Run 1, placement by cell class:
(6 px per µm)
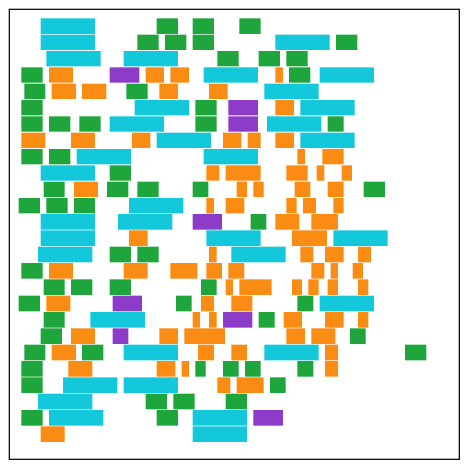
Run 1, clock wiring as the flow saved it:
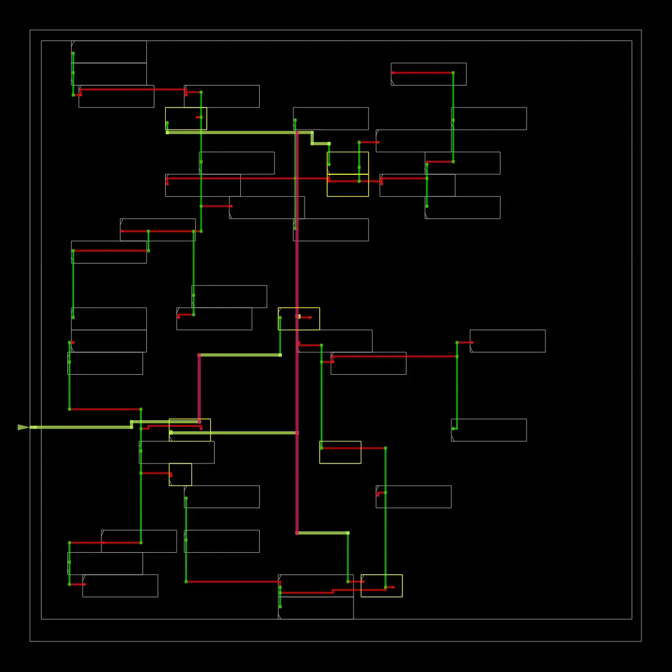
Run 1, wire density map:
(4 px per µm) The die is cut into 15 by 15 equal tiles; dark purple is low, yellow is high, scaled to the fullest tile. Values are wire area over tile area, all layers added.
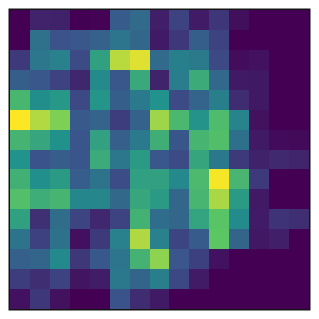
Run 1, the metal 3 layer:
(4 px per µm)
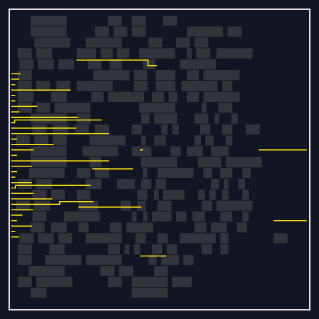
Design apb_requester, sky130hd; sources not shown.
==> impl_metrics.ini, run 1 <==
; yosys + openroad results
[finish]
area.share.combinational = 0.274
drive_gt1_frac = 0.246
final-nonclk-buf-share = 0.255

[clock_tree]
clockBufferDepth = 2
root_buffer = clkbuf_8

[synth]
yosys.area.top_type_share = 0.570
synth.largest_area_cell = dfrtp_1
simple_gate_share = 0.139
synth-adder-area-share = 0.00815
ys_ff = 35
dominantRegCellSynth = dfrtp_1
share_of_flip_flops_with_an_asynchronous_set_or_reset_after_synthesis = 1.00

[global_route]
grtUsageMet1 = 0.181
global_route.usage.met2 = 0.282

[power]
top_consumer = combinational logic
p_per_area_nw_per_um2 = 1420
combPwrFrac = 0.452

[run]
drv.max_cap_violation_count = 0

[setup_path]
worst_ep_required_time_ps = 1370
worstPathMaxFanout = 2
worstRegToRegCells = 5

[placed_design]
placedCellCount = 245

[run_status]
run_status = complete, no violations
Back to the opening pictures, 'placement by cell class':
[orange] remaining logic cells | cells: 78
[purple] clock drivers and dummy loads | cells: 8
[cyan] registers | cells: 35
[green] remaining buffers and delay cells | cells: 62
Rows: 26
fraction of area in registers: 0.381
core utilization of the finished layout: 0.450

Back to the opening pictures, 'clock wiring as the flow saved it':
TritonCTS Buffers: 5
layout clock buffer count: 7
clock-net power: 0.611 mW

Back to the opening pictures, 'wire density map':
tiles over half the peak: 22%
densest ninth of the die: west
nearly empty tiles: 19%
emptiest ninth of the die: north-east
average wire per standard cell: 15.6 µm
GRT Resource Usage Total: 0.164

Back to the opening pictures, 'the metal 3 layer':
nets with wire on the layer: 34
main direction: horizontal
wire length on this layer: 306 µm
longest straight run: 24.1 µm
share of all routed wire: 7.8%
total wire length after detailed routing: 3950 µm
total via count after detailed routing: 1239
global-route track usage on met3: 0.0656

==> run 2: changes to the inputs <==
--- a/config.mk
+++ b/config.mk
@@ -6,7 +6,7 @@
 export NUM_CORES = 1
 export LEC_CHECK = 0
 export ABC_AREA = 0
-export ABC_CLOCK_PERIOD_IN_PS = 1900
+export ABC_CLOCK_PERIOD_IN_PS = 1800
 export CAP_MARGIN = 15
 export CELL_PAD_IN_SITES_DETAIL_PLACEMENT = 1
 export CELL_PAD_IN_SITES_GLOBAL_PLACEMENT = 2
==> constraint.sdc (replaced) <==
create_clock -name pclk -period 1.8 [get_ports pclk]
set_clock_uncertainty 0.05 [all_clocks]
set_input_delay 0.45 -clock pclk [delete_from_list [all_inputs] [get_ports pclk]]
set_output_delay 0.45 -clock pclk [all_outputs]
set_load 0.02 [all_outputs]
Run 2, the metal 3 layer:
(4 px per µm)
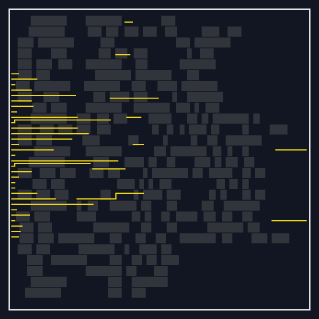
longest straight run: 26.4 µm
main direction: horizontal
wire length on this layer: 315 µm
nets with wire on the layer: 36
share of all routed wire: 8.4%
total wire length after detailed routing: 3730 µm
global-route track usage on met3: 0.0629
total via count after detailed routing: 1222

==> run 2 against run 1 <==
Clock power down 13%. Flip-flop count did not move. First-iteration DRC count fell by 57%. Combinational power rose by 3%. Cell area rose by 1.0%. Non-clock buffer count grew 4. Count of clock-buffer cells in the layout unchanged. Via count shrank 1.4%. Total power rose by 0.95%. Utilization is 0.47 points higher. Critical endpoint is now rsp_rdata[2]. Setup slack got worse by 11 ps. Largest cell class unchanged.
==> impl_metrics.ini, run 2 <==
; yosys + openroad results
[finish]
drive_gt1_frac = 0.257
seq_area_um2 = 876
area.share.combinational = 0.273
final-nonclk-buf-share = 0.270
clkbuf_count = 7
seq_share = 0.378
mi_logic_area_um2 = 633
final_core_utilization = 0.454

[setup_path]
worstRegToRegCells = 5
worst_ep_required_time_ps = 1300
worstPathMaxFanout = 2

[timing]
worst_pin_slew_ps = 448
final.period_utilization = 0.978
tns_ps = 0

[run_status]
run_status = complete, no violations

[synth]
ys_ff = 35
synth-adder-area-share = 0.00815
yosys.area.top_type_share = 0.570
share_of_flip_flops_with_an_asynchronous_set_or_reset_after_synthesis = 1.00
dominantRegCellSynth = dfrtp_1
synth.largest_area_cell = dfrtp_1

[route]
routedWlPerCell_um = 14.5
detail_route.first_pass.iterations = 4

[placed_design]
placedCellCount = 247

[global_route]
groute.usage.overall = 0.152
grtUsageMet1 = 0.176

[clock_tree]
root_buffer = clkbuf_8
clockBufferDepth = 2

[run]
drv.max_cap_violation_count = 0

[die]
die-height_um = 74.8
rows = 26

[power]
top_consumer = combinational logic
p_per_area_nw_per_um2 = 1420
clock_power_mw = 0.534
Power is estimated from default activity; no workload was simulated.
